===== src/rtl/sd_cmd.sv =====
// SD CMD-line engine: shifts out a 48-bit command with on-the-fly CRC7, then captures and checks the card response.
// Response checking (CRC7, index, transmission and end bits) is built only when SD_CMD_RESP_CHECK_EN is defined.
module sd_cmd #(
    parameter int NCR_MAX = 64,
    parameter int NCC     = 8
) (
    input  logic        iclk,
    input  logic        irst,
    input  logic        istb,
    input  logic        istart,
    input  logic [5:0]  icmd_index,
    input  logic [31:0] icmd_arg,
    input  logic        icmd_sd,
    output logic        ocmd_sd,
    output logic        ocmd_oe,
    output logic [31:0] oresp,
    output logic        odone,
    output logic        ocrc_fail,
    output logic        otimeout,
    output logic        obusy
);
    localparam int            TW       = $clog2(NCR_MAX + 1);
    localparam logic [TW-1:0] TMO_LIM  = TW'(NCR_MAX);
    localparam logic [TW-1:0] TMO_LAST = TW'(NCR_MAX - 1);
    localparam logic [TW-1:0] TMO_ONE  = TW'(1);
    localparam logic [7:0]    GAP_LAST = 8'(NCC - 1);
`ifdef SD_CMD_RESP_CHECK_EN
    localparam int RX_W = 134;
`else
    localparam int RX_W = 127;
`endif

    typedef enum logic [2:0] {
        ST_IDLE, ST_SEND, ST_WAIT_RESP, ST_RECV, ST_GAP, ST_DONE
    } state_t;

    state_t          state_r, state_nxt_s;
    logic [5:0]      idx_r;
    logic [39:0]     tx_sr_r;
    logic [6:0]      crc_r;
    logic [7:0]      bit_cnt_r;
    logic [TW-1:0]   tmo_cnt_r;
    logic [RX_W-1:0] rx_sr_r;
    logic            sd_r, oe_r, done_r, tmo_r, busy_r;
    logic [31:0]     resp_r;
    logic            resp_none_s, resp_long_s;
    logic [7:0]      rx_last_s;

    function automatic logic [6:0] crc7_step(input logic [6:0] crc, input logic bit_in);
        logic fb;
        fb = crc[6] ^ bit_in;
        return {crc[5:0], 1'b0} ^ (fb ? 7'h09 : 7'h00);
    endfunction

    assign resp_none_s = (idx_r == 6'd15);
    assign resp_long_s = (idx_r == 6'd2);
    // rx_last_s is the bit-counter value at the final response bit (start bit is count 0)
    assign rx_last_s   = resp_long_s ? 8'd135 : 8'd47;

    // State register
    always_ff @(posedge iclk) begin
        if (irst) state_r <= ST_IDLE;
        else      state_r <= state_nxt_s;
    end

    // Next-state decode
    always_comb begin
        state_nxt_s = state_r;
        case (state_r)
            ST_IDLE: begin
                if (istart) state_nxt_s = ST_SEND;
                else        state_nxt_s = ST_IDLE;
            end
            ST_SEND: begin
                if (istb && bit_cnt_r == 8'd48) state_nxt_s = resp_none_s ? ST_GAP : ST_WAIT_RESP;
                else                            state_nxt_s = ST_SEND;
            end
            ST_WAIT_RESP: begin
                if (istb && !icmd_sd)                     state_nxt_s = ST_RECV;
                else if (istb && tmo_cnt_r == TMO_LAST)   state_nxt_s = ST_GAP;
                else                                      state_nxt_s = ST_WAIT_RESP;
            end
            ST_RECV: begin
                if (istb && bit_cnt_r == rx_last_s) state_nxt_s = ST_GAP;
                else                                state_nxt_s = ST_RECV;
            end
            ST_GAP: begin
                if (istb && bit_cnt_r == GAP_LAST) state_nxt_s = ST_DONE;
                else                               state_nxt_s = ST_GAP;
            end
            ST_DONE: state_nxt_s = ST_IDLE;
            default: state_nxt_s = ST_IDLE;
        endcase
    end

`ifdef SD_CMD_RESP_CHECK_EN
    logic resp_r3_s, crc_en_s, chk_fail_s, crc_fail_r;
    assign resp_r3_s = (idx_r == 6'd41);
    // R2 CRC covers bits 127..1 (counts 8..134); 48-bit responses cover bits 47..1
    assign crc_en_s  = (bit_cnt_r < rx_last_s) && (!resp_long_s || bit_cnt_r >= 8'd8);

    // Verdict on the final response bit; rx_sr_r holds bits [N-1:1] so bit k sits at rx_sr_r[k-1]
    always_comb begin
        chk_fail_s = 1'b0;
        if (resp_long_s) begin
            chk_fail_s = rx_sr_r[133] | (rx_sr_r[132:127] != 6'h3F) | (crc_r != 7'd0) | ~icmd_sd;
        end else if (resp_r3_s) begin
            chk_fail_s = rx_sr_r[45] | (rx_sr_r[44:39] != 6'h3F) | ~icmd_sd;
        end else begin
            chk_fail_s = rx_sr_r[45] | (rx_sr_r[44:39] != idx_r) | (crc_r != 7'd0) | ~icmd_sd;
        end
    end

    // Check flag: cleared on an accepted start, captured when the last response bit arrives
    always_ff @(posedge iclk) begin
        if (irst)                                                  crc_fail_r <= 1'b0;
        else if (state_r == ST_IDLE && istart)                     crc_fail_r <= 1'b0;
        else if (state_r == ST_RECV && istb && bit_cnt_r == rx_last_s) crc_fail_r <= chk_fail_s;
        else                                                       crc_fail_r <= crc_fail_r;
    end
    assign ocrc_fail = crc_fail_r;
`else
    assign ocrc_fail = 1'b0;
`endif

    // Datapath: shifting, counters and registered pad/status outputs
    always_ff @(posedge iclk) begin
        if (irst) begin
            idx_r     <= 6'd0;
            tx_sr_r   <= 40'd0;
            crc_r     <= 7'd0;
            bit_cnt_r <= 8'd0;
            tmo_cnt_r <= {TW{1'b0}};
            rx_sr_r   <= {RX_W{1'b0}};
            sd_r      <= 1'b1;
            oe_r      <= 1'b0;
            resp_r    <= 32'd0;
            done_r    <= 1'b0;
            tmo_r     <= 1'b0;
            busy_r    <= 1'b0;
        end else begin
            done_r <= (state_nxt_s == ST_DONE);
            busy_r <= (state_nxt_s != ST_IDLE) && (state_nxt_s != ST_DONE);
            case (state_r)
                ST_IDLE: begin
                    if (istart) begin
                        idx_r     <= icmd_index;
                        tx_sr_r   <= {2'b01, icmd_index, icmd_arg};
                        crc_r     <= 7'd0;
                        bit_cnt_r <= 8'd0;
                        tmo_r     <= 1'b0;
                    end
                end
                ST_SEND: begin
                    if (istb) begin
                        if (bit_cnt_r < 8'd40) begin
                            sd_r    <= tx_sr_r[39];
                            crc_r   <= crc7_step(crc_r, tx_sr_r[39]);
                            tx_sr_r <= {tx_sr_r[38:0], 1'b0};
                        end else if (bit_cnt_r < 8'd47) begin
                            sd_r  <= crc_r[6];
                            crc_r <= {crc_r[5:0], 1'b0};
                        end else begin
                            sd_r <= 1'b1;
                        end
                        if (bit_cnt_r == 8'd48) begin
                            oe_r      <= 1'b0;
                            bit_cnt_r <= 8'd0;
                            tmo_cnt_r <= {TW{1'b0}};
                        end else begin
                            oe_r      <= 1'b1;
                            bit_cnt_r <= bit_cnt_r + 8'd1;
                        end
                    end
                end
                ST_WAIT_RESP: begin
                    if (istb) begin
                        if (!icmd_sd) begin
                            bit_cnt_r <= 8'd1;
                            crc_r     <= 7'd0;
                        end else begin
                            if (tmo_cnt_r != TMO_LIM) tmo_cnt_r <= tmo_cnt_r + TMO_ONE;
                            if (tmo_cnt_r == TMO_LAST) begin
                                tmo_r     <= 1'b1;
                                bit_cnt_r <= 8'd0;
                            end
                        end
                    end
                end
                ST_RECV: begin
                    if (istb) begin
                        rx_sr_r <= {rx_sr_r[RX_W-2:0], icmd_sd};
`ifdef SD_CMD_RESP_CHECK_EN
                        if (crc_en_s) crc_r <= crc7_step(crc_r, icmd_sd);
`endif
                        if (bit_cnt_r == rx_last_s) begin
                            resp_r    <= resp_long_s ? rx_sr_r[126:95] : rx_sr_r[38:7];
                            bit_cnt_r <= 8'd0;
                        end else begin
                            bit_cnt_r <= bit_cnt_r + 8'd1;
                        end
                    end
                end
                ST_GAP: begin
                    if (istb) bit_cnt_r <= (bit_cnt_r == GAP_LAST) ? 8'd0 : bit_cnt_r + 8'd1;
                end
                ST_DONE: ;
                default: ;
            endcase
        end
    end

    assign ocmd_sd  = sd_r;
    assign ocmd_oe  = oe_r;
    assign oresp    = resp_r;
    assign odone    = done_r;
    assign otimeout = tmo_r;
    assign obusy    = busy_r;
endmodule

===== config.mk =====
export PLATFORM = sky130hd
export DESIGN_NAME = sd_cmd
export DESIGN_NICKNAME = d
export VERILOG_FILES = /design/src/rtl/sd_cmd.sv
export SDC_FILE = /design/constraint.sdc
export NUM_CORES = 1
export LEC_CHECK = 0
export ABC_CLOCK_PERIOD_IN_PS = 2800
export CAP_MARGIN = 30
export CORE_AREA = 5 5 185 187
export CTS_CLUSTER_DIAMETER = 120
export DETAILED_ROUTE_END_ITERATION = 10
export DIE_AREA = 0 0 190 192
export GPL_TIMING_DRIVEN = 0
export PLACE_DENSITY = 0.57
export SYNTH_ARGS = -nofsm -noshare
export SYNTH_HDL_FRONTEND = slang
export SYNTH_SLANG_ARGS = --single-unit

===== constraint.sdc =====
create_clock -name iclk -period 2.8 [get_ports iclk]
set_clock_uncertainty 0.05 [all_clocks]
set_input_delay 0.28 -clock iclk [delete_from_list [all_inputs] [get_ports iclk]]
set_output_delay 0.28 -clock iclk [all_outputs]
set_load 0.01 [all_outputs]

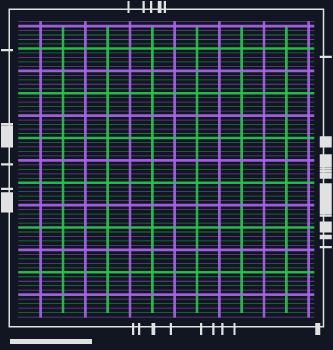
Figure 1: run 1, floorplan with the power grid.
The bar under the picture is 50 µm long. Pins as bars on the die edge.
VDD -> green
VSS -> purple
signal pins = 81
met4 straps = 13

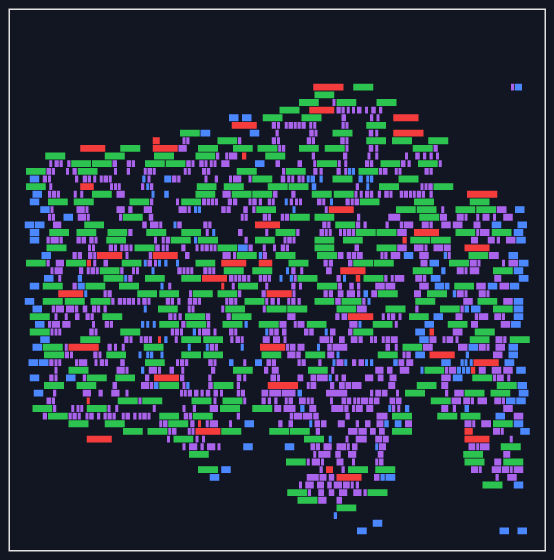
Figure 2: run 1, cells colored by class.
clock drivers and dummy loads -> red  # cells 45
remaining buffers and delay cells -> blue  # cells 174
combinational and other logic -> purple  # cells 836
sequential cells -> green  # cells 235

==> flow_summary.json, run 1 <==
{
  "cp-start-kind": "flip-flop",
  "yosysChipArea_mm2": 0.00952,
  "finalHoldViolCount": 0,
  "hold_slack_ns": 0.298,
  "p_clk_mw": 3.50,
  "power_leader": "clock",
  "ctsRootBufferMaster": "clkbuf_16",
  "async_reset_ff_share_pct": 0,
  "critPathKind": "flip-flop to flip-flop",
  "final_layout_top_logic_cells": "nand2_1, dfxtp_1, a21oi_1, nor2_1, clkdlybuf4s50_1",
  "irDropWorstVdd_uv": 405,
  "dieArea_mm2": 0.0365,
  "gr-usage-met2_pct": 20.5,
  "cts_setup_buffers": 0,
  "lay_top_count": "nand2_1",
  "p_sw_share_pct": 22.7,
  "grt_first_pass_wirelength_um": 39700,
  "via_per_inst": 4.81,
  "crit_required_ns": 3.16,
  "wl_met1_um": 11900,
  "wl_um": 24400,
  "clockBufferCount": 31,
  "antenna_found_initial": 0,
  "outcome": "completed",
  "die_h_um": 192,
  "dp_hpwl_um": 16800,
  "nNonClkInverters": 10,
  "initCoreUtil_pct": 29.5,
  "finalInstanceArea_mm2": 0.0117
}
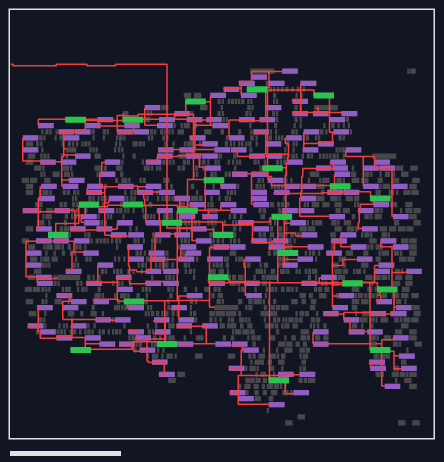
Figure 3: run 1, clock network drawn from the DEF.
The bar under the picture is 50 µm long.
clock drivers -> green  # count 25
clock wires -> red  # length 3060 µm
flip-flops -> purple  # count 235
routed clock nets = 26

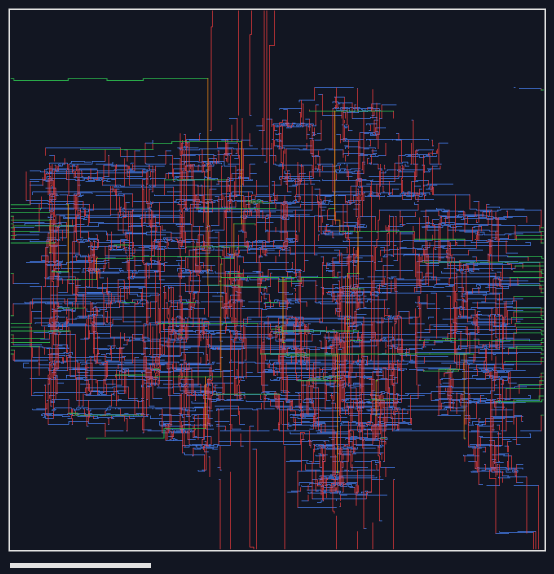
Figure 4: run 1, wiring by layer.
The bar under the picture is 50 µm long.
metal 3 -> green  # wire length 1350 µm
metal 4 -> orange  # wire length 412 µm
metal 2 -> red  # wire length 10700 µm
metal 1 -> blue  # wire length 11900 µm

==> run 1: sequential cells by signal, summed over array words and instances, names as in the netlist <==
| name | count |
|---|---|
| rx_sr_r | 127 |
| tx_sr_r | 40 |
| oresp | 32 |
| bit_cnt_r | 8 |
| crc_r | 7 |
| tmo_cnt_r | 7 |
| idx_r | 6 |
| state_r | 3 |
| obusy | 1 |
| ocmd_oe | 1 |
| ocmd_sd | 1 |
| odone | 1 |
| otimeout | 1 |
==> run 1: logic make-up after synthesis <==
group / count (synthesis) / share of synthesized area [%]
AND/OR/NAND/NOR: 513 / 23.1
AND-OR/OR-AND: 253 / 16.7
flip-flops: 235 / 49.4
buffers and inverters: 106 / 4.64
multiplexers: 47 / 4.95
XOR/XNOR: 8 / 0.736
adder cells (fa/ha/maj): 4 / 0.526
other: 1 / 0.0394
## Run 2: what changed since run 1
SLEW_MARGIN = 10   (was not set)
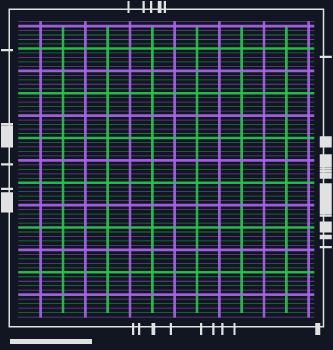
Figure 5: run 2, floorplan with the power grid.
The bar under the picture is 50 µm long. Pins as bars on the die edge.
VSS -> purple
VDD -> green
rows = 66
met1 rails = 67

==> flow_summary.json, run 2 <==
{
  "wl_um": 24400,
  "critPathKind": "flip-flop to flip-flop",
  "die_h_um": 192,
  "grt_first_pass_wirelength_um": 39700,
  "cts_setup_buffers": 0,
  "ctsRootBufferMaster": "clkbuf_16",
  "async_reset_ff_share_pct": 0,
  "regMostFlops": "rx_sr_r",
  "muxShareOfSynthArea_pct": 4.95,
  "wl_met1_um": 11900,
  "crit_required_ns": 3.16,
  "finalInstanceArea_mm2": 0.0117,
  "hold_slack_ns": 0.298,
  "ys_sh_aoi_pct": 16.7,
  "dieArea_mm2": 0.0365,
  "irDropWorstVdd_uv": 405,
  "gr-usage-met2_pct": 20.5,
  "outcome": "completed",
  "via_per_inst": 4.81,
  "adder_share_pct": 0.525,
  "dp_hpwl_um": 16800,
  "antenna_found_initial": 0,
  "finalHoldViolCount": 0
}
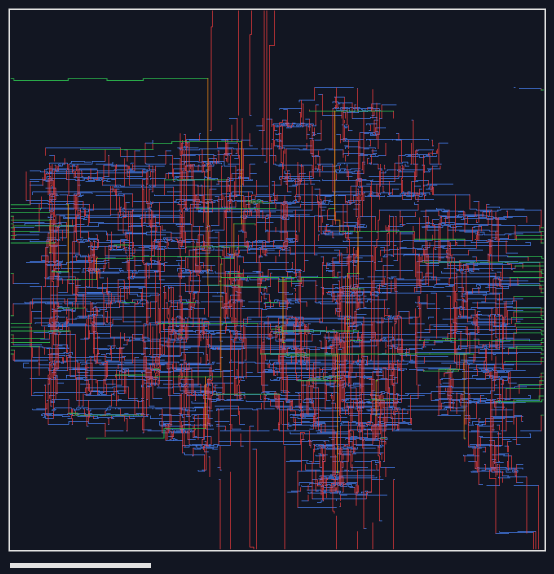
Figure 6: run 2, wiring by layer.
The bar under the picture is 50 µm long.
metal 1 -> blue  # wire length 11900 µm
metal 4 -> orange  # wire length 412 µm
metal 3 -> green  # wire length 1350 µm
metal 2 -> red  # wire length 10700 µm

[run 2: cell counts in the layout (fill, tap and decap cells not counted)]
No cell type changed its count.
[run 2: final cells by class]
type	count	area (µm²)	share of cell area, %
Buffer	96	404	3.45
Sequential cell	235	4700	40.1
Clock buffer	31	668	5.70
Timing Repair Buffer	78	781	6.66
Clock inverter	14	204	1.74
Inverter	10	37.5	0.320
Tap cell	442	553	4.71
Multi-Input combinational cell	826	4380	37.3
[run 2: path summary, 6_finish.rpt]
kind | start | endpoint | slack [ns]
max | idx_r[5] | oresp[15] | 0.24
min reg2reg | rx_sr_r[49] | rx_sr_r[50] | 0.39
min | irst | state_r[2] | 0.30
max reg2reg | idx_r[5] | oresp[15] | 0.24
## Run 3: what changed since run 2
CORE_AREA = 5 5 166 208   (was 5 5 185 187)
DIE_AREA = 0 0 171 213   (was 0 0 190 192)
SLEW_MARGIN = 20   (was 10)
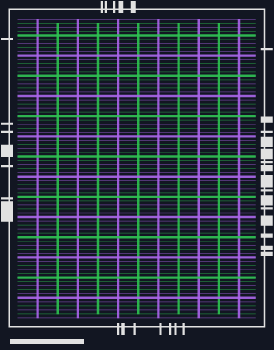
Figure 7: run 3, floorplan with the power grid.
The bar under the picture is 50 µm long. Pins as bars on the die edge.
VSS -> purple
VDD -> green
rows = 74
signal pins = 81
met4 straps = 11

==> flow_summary.json, run 3 <==
{
  "endpoint": "rx_sr_r[78]",
  "critPathKind": "flip-flop to flip-flop",
  "hold_slack_ns": 0.297,
  "outcome": "completed",
  "clkCellAreaFrac_pct": 7.12,
  "wl_um": 24100,
  "mi_logic_area_mm2": 0.00438,
  "lay_top_count": "nand2_1",
  "irDropWorstVdd_uv": 359,
  "initCoreUtil_pct": 29.5,
  "p_clk_mw": 3.32,
  "die_h_um": 213,
  "adder_share_pct": 0.525,
  "ys_sh_aoi_pct": 16.7,
  "final_layout_top_logic_cells": "nand2_1, dfxtp_1, a21oi_1, nor2_1, clkdlybuf4s50_1",
  "cp-start-kind": "flip-flop",
  "buf_share_pct": 10.2,
  "clockBufferCount": 33,
  "non_clock_buffer_count": 174,
  "synthSimpleGateAreaFrac_pct": 23.1,
  "sh_comb_area_pct": 37.6,
  "dp_hpwl_um": 16700,
  "startpoint": "state_r[0]",
  "min_from": "irst",
  "cts_setup_buffers": 0,
  "wl_met1_um": 11200,
  "ff_count": 235,
  "taps": 418,
  "nNonClkInverters": 10
}
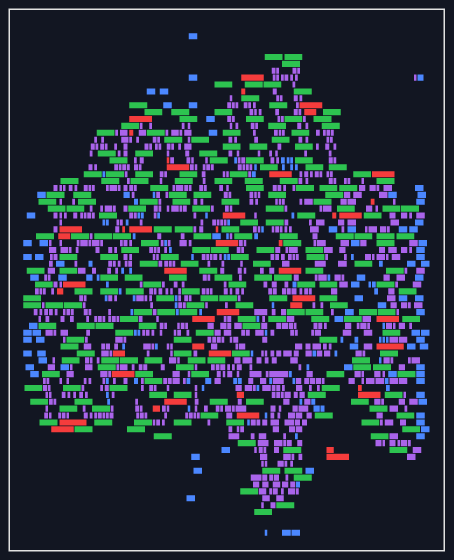
Figure 8: run 3, cells colored by class.
clock drivers and dummy loads -> red  # cells 45
sequential cells -> green  # cells 235
combinational and other logic -> purple  # cells 836
remaining buffers and delay cells -> blue  # cells 174

==> run 3: cell types whose count changed in the layout (fill, tap and decap cells not counted) <==
cell        before  now
clkinvlp_4       2    1
clkbuf_1        69   68
clkinv_4         1    3
clkbuf_8         2    5
bufinv_16        5    2
==> run 3: stage by stage <==
stage | setup slack (ns) | instance area, µm² | util (%) | power [mW] | TNS, ns
global placement | -0.121 | 10800 | 33.5 | 4.07 | -1.15
finish | 0.284 | 11700 | 36.1 | 7.31 | 0
global route | 0.0766 | 11700 | 36.1 | 7.64 | 0
CTS | 0.221 | 11700 | 36.1 | 7.42 | 0
floorplan | 0.857 | 9520 | - | 3.88 | 0
detailed placement | -0.145 | 10800 | 33.5 | 4.08 | -1.31
Power and IR drop assume default switching activity.
